==> images/final_clocks.png <==
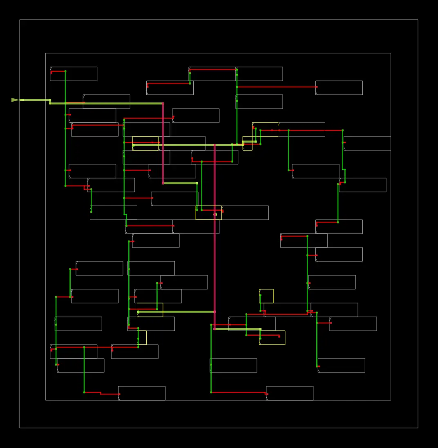
==> images/pdn.png <==
Pins as bars on the die edge.
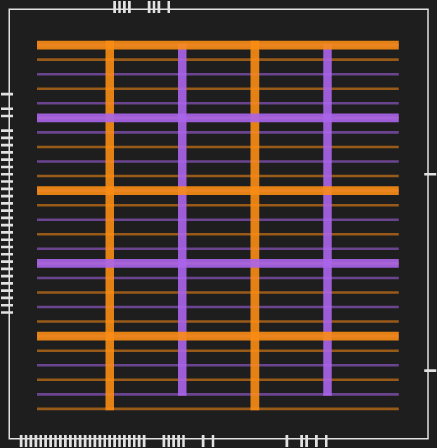
==> images/met1.png <==
Supply wires on this layer in grey.
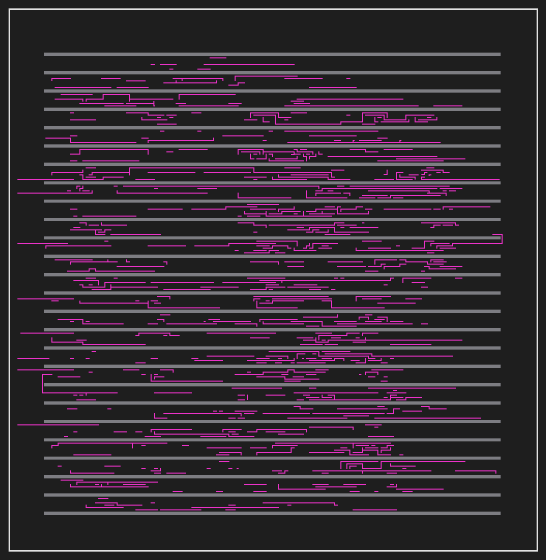
==> images/gate_families.png <==
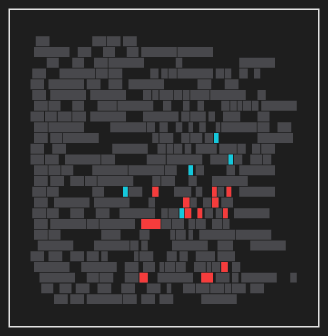
==> images/registers.png <==
Other sequential cells in the stronger grey, the rest of the logic in the fainter grey.
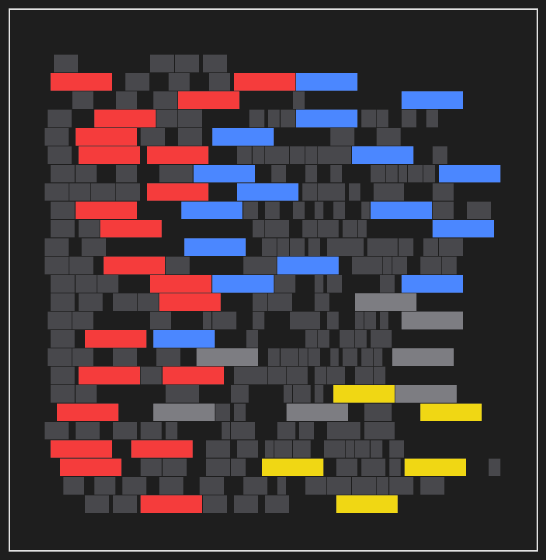
File: src/rtl/relu_backward_gate_pkg.sv
// Shared layer geometry and FSM encoding for the ReLU backward gate and its
// neighbouring activation/neuron blocks.
package relu_backward_gate_pkg;

    localparam int unsigned DATA_W = 21;
    localparam int unsigned DEPTH  = 16;
    localparam int unsigned IDX_W  = 4;

    localparam logic [1:0] ST_CAPTURE = 2'd0;
    localparam logic [1:0] ST_GATE    = 2'd1;
    localparam logic [1:0] ST_DRAIN   = 2'd2;

    typedef enum logic [1:0] {
        StCapture = ST_CAPTURE,
        StGate    = ST_GATE,
        StDrain   = ST_DRAIN
    } state_e;

    // ReLU derivative: 1 for non-negative (sign bit clear), so zero passes.
    function automatic logic relu_deriv(input logic sign_bit);
        return ~sign_bit;
    endfunction

endpackage

File: src/rtl/relu_grad_outreg.sv
// One-entry valid/ready output register for the gated gradient; also produces the
// upstream ready so the stage keeps full throughput under continuous downstream ready.
module relu_grad_outreg
    import relu_backward_gate_pkg::*;
#(
    parameter int unsigned DataW = DATA_W
) (
    input  logic             clk_i,
    input  logic             rst_ni,
    input  logic             clear_i,
    input  logic             in_valid_i,
    input  logic [DataW-1:0] in_data_i,
    output logic             in_ready_o,
    output logic             out_valid_o,
    input  logic             out_ready_i,
    output logic [DataW-1:0] out_data_o
);

    logic             valid_q, valid_d;
    logic [DataW-1:0] data_q, data_d;
    logic             load;

    assign in_ready_o = !valid_q || out_ready_i;
    assign load       = in_valid_i && in_ready_o;

    always_comb begin
        valid_d = valid_q;
        data_d  = data_q;
        if (clear_i) begin
            valid_d = 1'b0;
        end else if (load) begin
            valid_d = 1'b1;
            data_d  = in_data_i;
        end else if (out_ready_i) begin
            valid_d = 1'b0;
        end
    end

    always_ff @(posedge clk_i or negedge rst_ni) begin
        if (!rst_ni) begin
            valid_q <= 1'b0;
            data_q  <= '0;
        end else begin
            valid_q <= valid_d;
            data_q  <= data_d;
        end
    end

    assign out_valid_o = valid_q;
    assign out_data_o  = data_q;

endmodule

File: src/rtl/relu_backward_gate.sv
// ReLU backward gate: captures one derivative bit per neuron in the forward pass, then
// passes or zeroes each incoming error gradient in the backward pass, one layer at a time.
module relu_backward_gate
    import relu_backward_gate_pkg::*;
#(
    parameter int unsigned DataW = DATA_W,
    parameter int unsigned Depth = DEPTH,
    parameter int unsigned IdxW  = IDX_W
) (
    input  logic             clk_i,
    input  logic             rst_ni,
    input  logic             clear_i,
    input  logic             fwd_valid_i,
    output logic             fwd_ready_o,
    input  logic [DataW-1:0] fwd_preact_i,
    input  logic             bwd_valid_i,
    output logic             bwd_ready_o,
    input  logic [DataW-1:0] bwd_grad_i,
    output logic             out_valid_o,
    input  logic             out_ready_i,
    output logic [DataW-1:0] out_grad_o,
    output logic [IdxW:0]    mask_cnt_o
);

    localparam int unsigned CntW = IdxW + 1;

    state_e            state_q, state_d;
    logic [IdxW-1:0]   idx_q, idx_d;
    logic [CntW-1:0]   cnt_q, cnt_d;
    logic [Depth-1:0]  mask_q, mask_d;

    logic              in_gate;
    logic              idx_last;
    logic              fwd_fire;
    logic              bwd_fire;
    logic              outreg_ready;
    logic [DataW-1:0]  gated_grad;

    assign in_gate     = (state_q == StGate);
    assign idx_last    = (idx_q == IdxW'(Depth - 1));
    assign fwd_ready_o = (state_q == StCapture);
    assign bwd_ready_o = in_gate && outreg_ready;
    assign fwd_fire    = fwd_valid_i && fwd_ready_o;
    assign bwd_fire    = bwd_valid_i && bwd_ready_o;
    assign gated_grad  = mask_q[idx_q] ? bwd_grad_i : '0;
    assign mask_cnt_o  = cnt_q;

    always_comb begin
        state_d = state_q;
        idx_d   = idx_q;
        cnt_d   = cnt_q;
        mask_d  = mask_q;
        if (clear_i) begin
            // Mask bits are left stale; they are rewritten before the next gate pass.
            state_d = StCapture;
            idx_d   = '0;
            cnt_d   = '0;
        end else begin
            unique case (state_q)
                StCapture: begin
                    if (fwd_fire) begin
                        mask_d[idx_q] = relu_deriv(fwd_preact_i[DataW-1]);
                        cnt_d         = cnt_q + CntW'(1);
                        if (idx_last) begin
                            idx_d   = '0;
                            state_d = StGate;
                        end else begin
                            idx_d = idx_q + IdxW'(1);
                        end
                    end
                end
                StGate: begin
                    if (bwd_fire) begin
                        if (idx_last) begin
                            idx_d   = '0;
                            state_d = StDrain;
                        end else begin
                            idx_d = idx_q + IdxW'(1);
                        end
                    end
                end
                StDrain: begin
                    // Leave on the edge that retires the last gated gradient.
                    if (!out_valid_o || out_ready_i) begin
                        state_d = StCapture;
                        cnt_d   = '0;
                    end
                end
                default: begin
                    state_d = StCapture;
                    idx_d   = '0;
                    cnt_d   = '0;
                end
            endcase
        end
    end

    always_ff @(posedge clk_i or negedge rst_ni) begin
        if (!rst_ni) begin
            state_q <= StCapture;
            idx_q   <= '0;
            cnt_q   <= '0;
            mask_q  <= '0;
        end else begin
            state_q <= state_d;
            idx_q   <= idx_d;
            cnt_q   <= cnt_d;
            mask_q  <= mask_d;
        end
    end

    relu_grad_outreg #(
        .DataW (DataW)
    ) u_outreg (
        .clk_i       (clk_i),
        .rst_ni      (rst_ni),
        .clear_i     (clear_i),
        .in_valid_i  (bwd_valid_i && in_gate),
        .in_data_i   (gated_grad),
        .in_ready_o  (outreg_ready),
        .out_valid_o (out_valid_o),
        .out_ready_i (out_ready_i),
        .out_data_o  (out_grad_o)
    );

endmodule
File: config.mk
export PLATFORM = sky130hd
export DESIGN_NAME = relu_backward_gate
export DESIGN_NICKNAME = d
export VERILOG_FILES = /design/src/rtl/relu_backward_gate_pkg.sv /design/src/rtl/relu_grad_outreg.sv /design/src/rtl/relu_backward_gate.sv
export SDC_FILE = /design/constraint.sdc
export NUM_CORES = 1
export LEC_CHECK = 0
export CAP_MARGIN = 0
export CORE_AREA = 5 5 73 75
export CTS_BUF_LIST = sky130_fd_sc_hd__clkbuf_4 sky130_fd_sc_hd__clkbuf_8
export DETAILED_ROUTE_END_ITERATION = 6
export DIE_AREA = 0 0 78 80
export PLACE_DENSITY_LB_ADDON = 0.2
export SYNTH_ARGS = -nofsm -noshare
export SYNTH_HDL_FRONTEND = slang
export SYNTH_SLANG_ARGS = --single-unit
File: constraint.sdc
create_clock -name clk_i -period 4.9 [get_ports clk_i]
set_input_delay 0.49 -clock clk_i [delete_from_list [all_inputs] [get_ports clk_i]]
set_output_delay 0.49 -clock clk_i [all_outputs]
set_load 0.005 [all_outputs]
==> run summary <==
Notes from the flow run.

Status:
- The flow ran to the end, and the final reports show no timing, DRC or antenna violations.

Yosys:
- The run puts the synthesis-stage register bit count at 49.
- Per the synth stats, the flop cell with the highest instance count is sky130_fd_sc_hd__dfrtp_1.

Final timing:
- The run gives the total count of max-transition violations in the final report as 0.
- The run gives the final critical-path required period as 2.83 ns.
- Per the final timing report, the hold violations number 0.
- The run gives the slew of the pin with the lowest slew margin as 1.09 ns.
- The run puts the final hold slack at 0.386 ns.
- Per the timing report, the achievable frequency comes out to 354 MHz.

Power:
- In this run the static leakage power is 1.27 nW.
- The report lists the power per cell area as 279 nW/um^2.

Drt:
- The run gives the post-route antenna net violation count as 0.
- The run gives the total wire length after detailed routing as 4870 um.

Floorplan:
- The run puts the pre-placement core utilization at 49.5%.
- The run gives the number of rows in the core area as 25.

Setup path:
- The run gives the biggest fanout along the worst timing path as 24.
- Walking the worst path, the cells encountered are clkdlybuf4s50_1 -> or4b_1 -> a2111oi_2 -> a32o_2 -> a22o_1.
- The run gives the endpoint required time on the critical path as 5.14 ns.
- On the critical path the largest part of the delay comes from AND-OR/OR-AND gates.
- Per the STA report, the cell with the highest stage delay on the worst path is sky130_fd_sc_hd__or4b_1.
- STA classifies the critical path startpoint as an input port.

Final layout:
- The run puts the final core utilization at 62.9%.
- The top cell types in the final layout, fill and taps aside, are sky130_fd_sc_hd__clkdlybuf4s50_1, sky130_fd_sc_hd__dfrtp_1, sky130_fd_sc_hd__a22o_1.

Clock tree:
- Buffers added to address setup during post-CTS repair amount to 0.
- The run puts the count of cells resized by post-cts repair at 0.
- TritonCTS built the clock tree.
- The run gives the insertion delay to the later sink of the worst-skew pair as 0.31 ns.

Placed design:
- The run puts the final estimated routing congestion in global placement at 0.791.

Global route:
- The run puts the overall overflow remaining after global route at 0.
- The number of global-route vias before repair was 1774.

Job:
- The tool flagged a number of max-cap violations equal to 0.
- The stage logs contain a warning count of 49.

Worst hold path:
- The path class of the tightest hold or removal check is in -> async.
## Picture notes: final_clocks.png
clock buffers created by TritonCTS: 5
setup clock skew after layout: 0.0108 ns

## Picture notes: pdn.png
legend:
  purple:
    net: VDD
  orange:
    net: VSS
met4 straps: 4
met1 rails: 26
signal pins: 77
die y size: 80 um
Peak VDD IR: 184 uV
area of the core: 4600 sq um
Die X-Extent: 78 um

## Picture notes: met1.png
nets with wire on the layer: 244
main direction: horizontal
wire length on this layer: 2260 um

## Picture notes: gate_families.png
legend:
  cyan:
    family: inverters
    cells: 5
    most_used: inv_1
    where: middle
  red:
    family: NAND gates
    cells: 12
    most_used: nand3_1
most frequent standard cell in the layout excluding fill and tap cells: sky130_fd_sc_hd__clkdlybuf4s50_1
fraction of area in multi-input gates: 32.4%
Cell Count, Final, Fillers Out: 305

## Picture notes: registers.png
legend:
  yellow:
    name_in_the_netlist: `mask_cnt_o`
    flops: 5
  blue:
    name_in_the_netlist: `mask_q`
    flops: 16
  red:
    name_in_the_netlist: `u_outreg.out_data_o`
    flops: 21
not coloured: 7

metrics by stage:
step	total power, mW	worst slack (ns)
6_report	0.806	2.07
4_1_cts	0.813	2.05
3_3_place_gp	0.574	1.71
5_1_grt	0.854	1.89
2_1_floorplan	0.526	2.89
3_5_place_dp	0.579	1.71
logic make-up after synthesis:
kind of cell    synth area share (%)
compound gates                  23.7
xor+xnor                       0.769
fa+ha+maj                       2.75
buf+inv                         4.94
flops                           53.8
mux                             3.57
simple gates                    10.4
cell usage after synthesis (2+ instances only):
cell                        number  area, sq um
sky130_fd_sc_hd__a2111oi_0       2         17.5
sky130_fd_sc_hd__a21o_1          3         22.5
sky130_fd_sc_hd__a21oi_1        17         85.1
sky130_fd_sc_hd__a22o_1         22          193
sky130_fd_sc_hd__a31oi_1        16          100
sky130_fd_sc_hd__a41oi_1         3         26.3
sky130_fd_sc_hd__and2_1          4         25.0
sky130_fd_sc_hd__and3_1          2         12.5
sky130_fd_sc_hd__buf_2           2         10.0
sky130_fd_sc_hd__buf_6           3         33.8
sky130_fd_sc_hd__clkbuf_1       11         41.3
sky130_fd_sc_hd__dfrtp_1        49         1230
sky130_fd_sc_hd__ha_1            5         62.6
sky130_fd_sc_hd__inv_1           5         18.8
sky130_fd_sc_hd__mux2i_1         7         70.1
sky130_fd_sc_hd__nand2_1         4         15.0
sky130_fd_sc_hd__nand3_1         5         25.0
sky130_fd_sc_hd__nor2_1          9         33.8
sky130_fd_sc_hd__nor2b_1         7         43.8
sky130_fd_sc_hd__o21ai_0         7         35.0
layout make-up:
cell class | count | area, sq um | area share [%]
repair buffers | 56 | 556 | 19.2
clock inverters | 3 | 17.5 | 0.606
multi-input cells | 133 | 938 | 32.4
flip-flops and latches | 49 | 1230 | 42.4
inverters | 5 | 18.8 | 0.649
well taps | 54 | 67.6 | 2.34
clock buffers | 5 | 68.8 | 2.38
flip-flops by register name (all words and copies together), names as in the netlist:
register              count
u_outreg.out_valid_o      1
mask_cnt_o                5
idx_q                     4
u_outreg.out_data_o      21
mask_q                   16
state_q                   2
worst paths after layout:
check	from	cells past startpoint	end	slack (ns)
max in group asynchronous	rst_ni	1	u_outreg.out_data_o[0]$_DFFE_PN0P_	3.85
min in group clk_i	u_outreg.out_data_o[5]$_DFFE_PN0P_	1	u_outreg.out_data_o[5]$_DFFE_PN0P_	0.51
min reg2reg	u_outreg.out_data_o[5]$_DFFE_PN0P_	1	u_outreg.out_data_o[5]$_DFFE_PN0P_	0.51
min	rst_ni	1	mask_cnt_o[3]$_DFFE_PN0P_	0.39
max	clear_i	5	u_outreg.out_data_o[1]$_DFFE_PN0P_	2.07
max reg2reg	state_q[1]$_DFFE_PN0P_	5	u_outreg.out_data_o[1]$_DFFE_PN0P_	2.26
layer usage:
layer,track usage [%],routed length [um],share of wire [%],vias up
met2,25.5,2210,45,49
met5,0,0,0,-
li1,-,-,-,846
met1,22.5,2260,46,818
met4,5.07,51,1.0,0
met3,5.76,355,7.3,6
power breakdown:
group | internal [mW] | total [mW] | switching, mW
sequential | 0.431 | 0.458 | 0.0268
clock | 0.0988 | 0.236 | 0.137
combinational | 0.0597 | 0.112 | 0.0526
total | 0.589 | 0.806 | 0.217
No activity file was given, so power comes from the tool's default toggle rates.
